==> images/layer_met1.png <==
The bar under the picture is 20 um long. Cells faint in the background.
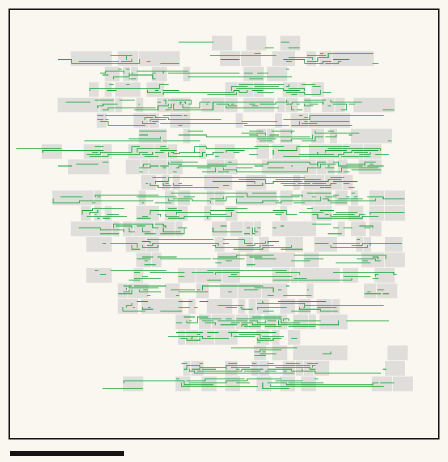
==> images/layer_met2.png <==
The bar under the picture is 20 um long. Cells faint in the background.
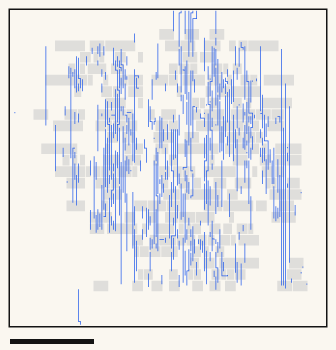
==> images/layer_met3.png <==
The bar under the picture is 20 um long. Cells faint in the background.
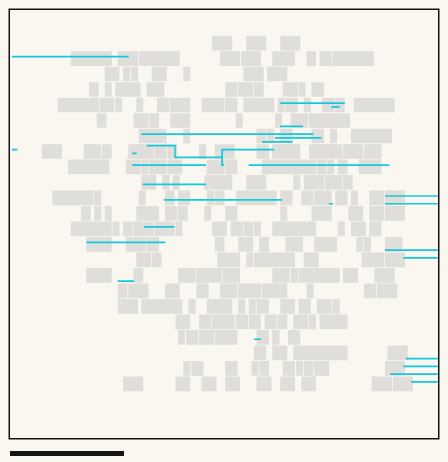
==> src/rtl/lift_pkg.sv <==
// lift_pkg: definitions shared by the lift request scheduler and the lift
// controller it drives.
//   NUM_FLOORS   - number of floors served
//   FLOOR_W      - width of a floor index (the controller's `in` port)
//   POS_W        - width of the controller's `floor` position output
//   lift_state_e - scheduler sweep state
//   floor_mask() - one-hot mask for a floor index
package lift_pkg;

    localparam int NUM_FLOORS = 4;
    localparam int FLOOR_W    = $clog2(NUM_FLOORS);
    localparam int POS_W      = 3;

    typedef enum logic [1:0] {
        IDLE  = 2'd0,
        UP    = 2'd1,
        DOWN  = 2'd2,
        DWELL = 2'd3
    } lift_state_e;

    function automatic logic [NUM_FLOORS-1:0] floor_mask(input logic [FLOOR_W-1:0] f);
        floor_mask = {{(NUM_FLOORS-1){1'b0}}, 1'b1} << f;
    endfunction

endpackage

==> src/rtl/lift_scan_select.sv <==
// lift_scan_select: combinational SCAN helper. Finds the nearest pending
// floor strictly above and strictly below the current floor, and presents
// them again as "ahead" and "behind" relative to the sweep direction.
// Ports:
//   pending        in  outstanding calls, one bit per floor
//   floor          in  current floor index
//   dir_up         in  sweep direction (1 = up)
//   above_found/above_floor    out lowest pending floor above `floor`
//   below_found/below_floor    out highest pending floor below `floor`
//   ahead_found/ahead_floor    out nearest pending floor in sweep direction
//   behind_found/behind_floor  out nearest pending floor against it
module lift_scan_select
    import lift_pkg::*;
(
    input  logic [NUM_FLOORS-1:0] pending,
    input  logic [FLOOR_W-1:0]    floor,
    input  logic                  dir_up,
    output logic                  above_found,
    output logic [FLOOR_W-1:0]    above_floor,
    output logic                  below_found,
    output logic [FLOOR_W-1:0]    below_floor,
    output logic                  ahead_found,
    output logic [FLOOR_W-1:0]    ahead_floor,
    output logic                  behind_found,
    output logic [FLOOR_W-1:0]    behind_floor
);

    // Nearest pending floor above: scan top-down so the last hit is the lowest.
    always_comb begin
        above_found = 1'b0;
        above_floor = {FLOOR_W{1'b0}};
        for (int i = NUM_FLOORS - 1; i >= 0; i--) begin
            if (pending[i] && (i > int'(floor))) begin
                above_found = 1'b1;
                above_floor = FLOOR_W'(i);
            end else begin
                above_found = above_found;
            end
        end
    end

    // Nearest pending floor below: scan bottom-up so the last hit is the highest.
    always_comb begin
        below_found = 1'b0;
        below_floor = {FLOOR_W{1'b0}};
        for (int i = 0; i < NUM_FLOORS; i++) begin
            if (pending[i] && (i < int'(floor))) begin
                below_found = 1'b1;
                below_floor = FLOOR_W'(i);
            end else begin
                below_found = below_found;
            end
        end
    end

    // Re-express the two candidates relative to the sweep direction.
    always_comb begin
        if (dir_up) begin
            ahead_found  = above_found;
            ahead_floor  = above_floor;
            behind_found = below_found;
            behind_floor = below_floor;
        end else begin
            ahead_found  = below_found;
            ahead_floor  = below_floor;
            behind_found = above_found;
            behind_floor = above_floor;
        end
    end

endmodule

==> src/rtl/lift_request_scheduler.sv <==
// lift_request_scheduler: latches hall/cab calls and schedules them with a
// direction-preserving SCAN sweep, requesting floors from the lift
// controller and holding a door-dwell interval on each arrival.
// Ports:
//   clk          in  clock, rising edge
//   reset        in  synchronous active-high reset
//   call         in  call buttons, one per floor
//   floor        in  current floor from the controller (out-of-range ignored)
//   target       out requested floor (controller `in`)
//   target_valid out target is a live request
//   door_open    out high during dwell
//   dir_up       out sweep direction (1 = up)
//   pending      out latched outstanding calls
module lift_request_scheduler
    import lift_pkg::*;
#(
    parameter int DWELL_CYCLES = 3
)
(
    input  logic                  clk,
    input  logic                  reset,
    input  logic [NUM_FLOORS-1:0] call,
    input  logic [POS_W-1:0]      floor,
    output logic [FLOOR_W-1:0]    target,
    output logic                  target_valid,
    output logic                  door_open,
    output logic                  dir_up,
    output logic [NUM_FLOORS-1:0] pending
);

    localparam int CNT_W = (DWELL_CYCLES > 1) ? $clog2(DWELL_CYCLES) : 1;
    localparam logic [CNT_W-1:0] DWELL_LOAD = CNT_W'(DWELL_CYCLES - 1);

    lift_state_e           state_r;
    lift_state_e           state_s;
    logic [CNT_W-1:0]      dwell_cnt_r;
    logic [CNT_W-1:0]      dwell_cnt_s;
    logic [FLOOR_W-1:0]    last_floor_r;
    logic [FLOOR_W-1:0]    target_s;
    logic                  target_valid_s;
    logic                  door_open_s;
    logic                  dir_up_s;
    logic [NUM_FLOORS-1:0] pending_s;
    logic [NUM_FLOORS-1:0] clear_s;
    logic [NUM_FLOORS-1:0] absorb_s;
    logic                  floor_ok_s;
    logic [FLOOR_W-1:0]    eff_floor_s;
    logic                  arrival_s;
    logic                  absorbed_s;
    logic                  pick_up_s;
    logic                  above_found_s;
    logic [FLOOR_W-1:0]    above_floor_s;
    logic                  below_found_s;
    logic [FLOOR_W-1:0]    below_floor_s;
    logic                  ahead_found_s;
    logic [FLOOR_W-1:0]    ahead_floor_s;
    logic                  behind_found_s;
    logic [FLOOR_W-1:0]    behind_floor_s;

    // An out-of-range position is treated as "lift still at the last valid floor".
    assign floor_ok_s  = (floor < POS_W'(NUM_FLOORS));
    assign eff_floor_s = floor_ok_s ? floor[FLOOR_W-1:0] : last_floor_r;

    // Full-width compare so an out-of-range floor can never alias onto target.
    assign arrival_s  = floor_ok_s && (floor == POS_W'(target)) && pending[target];

    // A call for the floor whose doors are open is absorbed into the dwell.
    assign absorbed_s = door_open && call[target];
    assign absorb_s   = door_open ? floor_mask(target) : {NUM_FLOORS{1'b0}};

    // From rest, head for the nearest call; equal distance favours the lower floor.
    assign pick_up_s = above_found_s &&
                       (!below_found_s ||
                        ((above_floor_s - eff_floor_s) < (eff_floor_s - below_floor_s)));

    lift_scan_select u_scan (
        .pending      (pending),
        .floor        (eff_floor_s),
        .dir_up       (dir_up),
        .above_found  (above_found_s),
        .above_floor  (above_floor_s),
        .below_found  (below_found_s),
        .below_floor  (below_floor_s),
        .ahead_found  (ahead_found_s),
        .ahead_floor  (ahead_floor_s),
        .behind_found (behind_found_s),
        .behind_floor (behind_floor_s)
    );

    // Service clears win over a same-edge press at the served floor.
    assign pending_s = (pending | (call & ~absorb_s)) & ~clear_s;

    // Next-state and next-output decisions for the SCAN sweep.
    always_comb begin
        state_s        = state_r;
        target_s       = target;
        target_valid_s = target_valid;
        door_open_s    = door_open;
        dir_up_s       = dir_up;
        dwell_cnt_s    = dwell_cnt_r;
        clear_s        = {NUM_FLOORS{1'b0}};
        case (state_r)
            IDLE: begin
                if (floor_ok_s && (pending != {NUM_FLOORS{1'b0}})) begin
                    if (pending[eff_floor_s]) begin
                        state_s        = DWELL;
                        target_s       = eff_floor_s;
                        target_valid_s = 1'b0;
                        door_open_s    = 1'b1;
                        dwell_cnt_s    = DWELL_LOAD;
                        clear_s        = floor_mask(eff_floor_s);
                    end else if (pick_up_s) begin
                        state_s        = UP;
                        dir_up_s       = 1'b1;
                        target_s       = above_floor_s;
                        target_valid_s = 1'b1;
                    end else begin
                        state_s        = DOWN;
                        dir_up_s       = 1'b0;
                        target_s       = below_floor_s;
                        target_valid_s = 1'b1;
                    end
                end else begin
                    target_valid_s = 1'b0;
                end
            end
            UP, DOWN: begin
                if (!floor_ok_s) begin
                    state_s = state_r;
                end else if (arrival_s) begin
                    state_s        = DWELL;
                    target_valid_s = 1'b0;
                    door_open_s    = 1'b1;
                    dwell_cnt_s    = DWELL_LOAD;
                    clear_s        = floor_mask(target);
                end else if (ahead_found_s) begin
                    // Also covers retargeting to a nearer call on the way.
                    target_s       = ahead_floor_s;
                    target_valid_s = 1'b1;
                end else if (behind_found_s) begin
                    state_s        = dir_up ? DOWN : UP;
                    dir_up_s       = ~dir_up;
                    target_s       = behind_floor_s;
                    target_valid_s = 1'b1;
                end else begin
                    state_s        = IDLE;
                    target_valid_s = 1'b0;
                end
            end
            DWELL: begin
                if (absorbed_s) begin
                    dwell_cnt_s = DWELL_LOAD;
                end else if (dwell_cnt_r != {CNT_W{1'b0}}) begin
                    dwell_cnt_s = dwell_cnt_r - {{(CNT_W-1){1'b0}}, 1'b1};
                end else begin
                    door_open_s = 1'b0;
                    if (ahead_found_s) begin
                        state_s        = dir_up ? UP : DOWN;
                        target_s       = ahead_floor_s;
                        target_valid_s = 1'b1;
                    end else if (behind_found_s) begin
                        state_s        = dir_up ? DOWN : UP;
                        dir_up_s       = ~dir_up;
                        target_s       = behind_floor_s;
                        target_valid_s = 1'b1;
                    end else begin
                        // A call left only at this floor is picked up from IDLE.
                        state_s        = IDLE;
                        target_valid_s = 1'b0;
                    end
                end
            end
            default: begin
                state_s        = IDLE;
                target_valid_s = 1'b0;
                door_open_s    = 1'b0;
            end
        endcase
    end

    // State, counter, call latch and registered outputs.
    always_ff @(posedge clk) begin
        if (reset) begin
            state_r      <= IDLE;
            dwell_cnt_r  <= {CNT_W{1'b0}};
            last_floor_r <= {FLOOR_W{1'b0}};
            pending      <= {NUM_FLOORS{1'b0}};
            target       <= {FLOOR_W{1'b0}};
            target_valid <= 1'b0;
            door_open    <= 1'b0;
            dir_up       <= 1'b1;
        end else begin
            state_r      <= state_s;
            dwell_cnt_r  <= dwell_cnt_s;
            last_floor_r <= eff_floor_s;
            pending      <= pending_s;
            target       <= target_s;
            target_valid <= target_valid_s;
            door_open    <= door_open_s;
            dir_up       <= dir_up_s;
        end
    end

endmodule
==> config.mk <==
export PLATFORM = sky130hd
export DESIGN_NAME = lift_request_scheduler
export DESIGN_NICKNAME = d
export VERILOG_FILES = /design/src/rtl/lift_pkg.sv /design/src/rtl/lift_scan_select.sv /design/src/rtl/lift_request_scheduler.sv
export SDC_FILE = /design/constraint.sdc
export NUM_CORES = 1
export LEC_CHECK = 0
export CAP_MARGIN = 20
export CORE_MARGIN = 4
export CORE_UTILIZATION = 35
export CTS_BUF_LIST = sky130_fd_sc_hd__clkbuf_2 sky130_fd_sc_hd__clkbuf_4 sky130_fd_sc_hd__clkbuf_8
export CTS_CLUSTER_SIZE = 24
export DETAILED_ROUTE_END_ITERATION = 8
export GPL_TIMING_DRIVEN = 1
export PLACE_DENSITY = 0.57
export SETUP_SLACK_MARGIN = 0.5
export SLEW_MARGIN = 20
export SYNTH_ARGS = -nofsm -noshare
export SYNTH_HDL_FRONTEND = slang
export SYNTH_HIERARCHICAL = 1
export SYNTH_SLANG_ARGS = --single-unit
==> constraint.sdc <==
create_clock -name clk -period 3.7 [get_ports clk]
set_input_delay 0.37 -clock clk [delete_from_list [all_inputs] [get_ports clk]]
set_output_delay 0.37 -clock clk [all_outputs]
set_load 0.03 [all_outputs]
==> Changelog: implementation <==
### Physical design

- CP max FO: 5
- Adder Area Share: 0.0475
- Floorplan net count: 218
- Top logic cells by instance count in the layout: inv_1 (20), clkdlybuf4s50_1 (16), nor2_1 (15), dfxtp_1 (14), a21oi_1 (12)
- Worst setup SP type: primary input
- Worst setup path class: in2reg
- Status: completed
- Unrepaired setup endpoints after global routing: no
- Count of different cell masters after synthesis: 63
- Global route overflow: 0
- Period minus WS final: 3060 ps
- Hold path depth: 2
- Final period util: 0.828
- Maximum VDD drop: 0.000321 V
- Mux share: 0.0808
- Port Buf Inserts: 17
- Final nets: 242
- 1st-iter DRT viols: 142
- Post-Route Utilization: 0.439
- Yosys cell count: 203
Notes on layer_met1.png above:
main direction	horizontal
nets with wire on the layer	218
wire length on this layer	2,130 um
vias: 1,628
routing usage on met1: 0.231
drt total wl: 4420 um

Notes on layer_met2.png above:
main direction	vertical
wire length on this layer	1,960 um
nets with wire on the layer	200
longest straight run	56.1 um
share of all routed wire	44%
grt met2 use: 0.259

Notes on layer_met3.png above:
share of all routed wire	5.7%
nets with wire on the layer	21
met3 Usage GRT: 0.0320

==> power groups by stage <==
stage	clock [mW]	combinational, mW	sequential [mW]
floorplan	0	0.529	0.312
global placement	0	0.750	0.297
detailed placement	0	0.747	0.298
CTS	0.149	0.752	0.295
global route	0.152	0.836	0.306
finish	0.146	0.755	0.295
==> cells by family (layout without fill, tap and decap cells) <==
| group | after synthesis | in the layout |
|---|---|---|
| simple gates | 64 | 64 |
| buf+inv | 31 | 54 |
| mux | 10 | 10 |
| fa+ha+maj | 6 | 6 |
| xor+xnor | 6 | 6 |
| flops | 15 | 15 |
| compound gates | 71 | 71 |
==> per-stage QoR <==
step	instance area, um^2	hold slack [ps]	cells	power (mW)
6_report	1910	485	278	1.20
5_1_grt	1910	517	278	1.29
4_1_cts	1910	491	278	1.20
3_5_place_dp	1860	480	274	1.04
3_3_place_gp	1860	467	274	1.05
2_1_floorplan	1590	453	203	0.841
==> critical path: cells and delay by family <==
kind            cells  cell delay, ps
compound gates      4             930
xor+xnor            2             290
fa+ha+maj           2             470
buf+inv             3             750
simple gates        3             390
==> routing by layer <==
metal / share of wire / global-route usage / vias to the layer above
met5: 0 / 0 / -
li1: - / - / 824
met3: 0.057 / 0.0320 / 9
met1: 0.48 / 0.231 / 755
met2: 0.44 / 0.259 / 40
met4: 0.016 / 0.0408 / 0
==> synthesized netlist by cell type, drive strengths merged, types with 3 or more instances <==
master / instances / area share
o22ai: 3 / 0.012
ha: 6 / 0.048
nor4: 7 / 0.028
mux2: 6 / 0.045
mux2i: 3 / 0.019
o21ai: 8 / 0.025
dfxtp: 15 / 0.19
nand2b: 5 / 0.025
nand3: 5 / 0.016
inv: 22 / 0.052
a211oi: 3 / 0.014
clkbuf: 6 / 0.014
nor2: 15 / 0.036
buf: 3 / 0.015
a221o: 3 / 0.020
o211ai: 4 / 0.019
a21o: 3 / 0.014
a31oi: 11 / 0.044
xnor2: 5 / 0.028
nand2: 10 / 0.024
nor2b: 4 / 0.016
a21boi: 4 / 0.019
a21oi: 12 / 0.038
==> flip-flops by register name, summed over array words and instances, names as in the netlist <==
signal / cells
state_r: 2
last_floor_r: 2
pending: 4
target_valid: 1
dir_up: 1
target: 2
dwell_cnt_r: 2
door_open: 1
==> layout make-up <==
class                   instances  area, um^2
clock buffers                   4        48.8
fillers                       455        2440
inverters                      22        82.6
multi-input cells             157        1160
flip-flops and latches         15         302
well taps                      52        65.1
repair buffers                 28         251
==> repair_timing <==
item	in CTS	in global routing
gates resized	3	2
pin swaps	1	1
endpoints found under the setup margin	4	4
==> final timing paths <==
| check | startpoint | to |
|---|---|---|
| min reg2reg | state_r[1] | state_r[1] |
| max reg2reg | last_floor_r[1] | dir_up |
| max | floor[0] | dir_up |
| min | state_r[1] | state_r[1] |
Power and IR drop assume default switching activity.
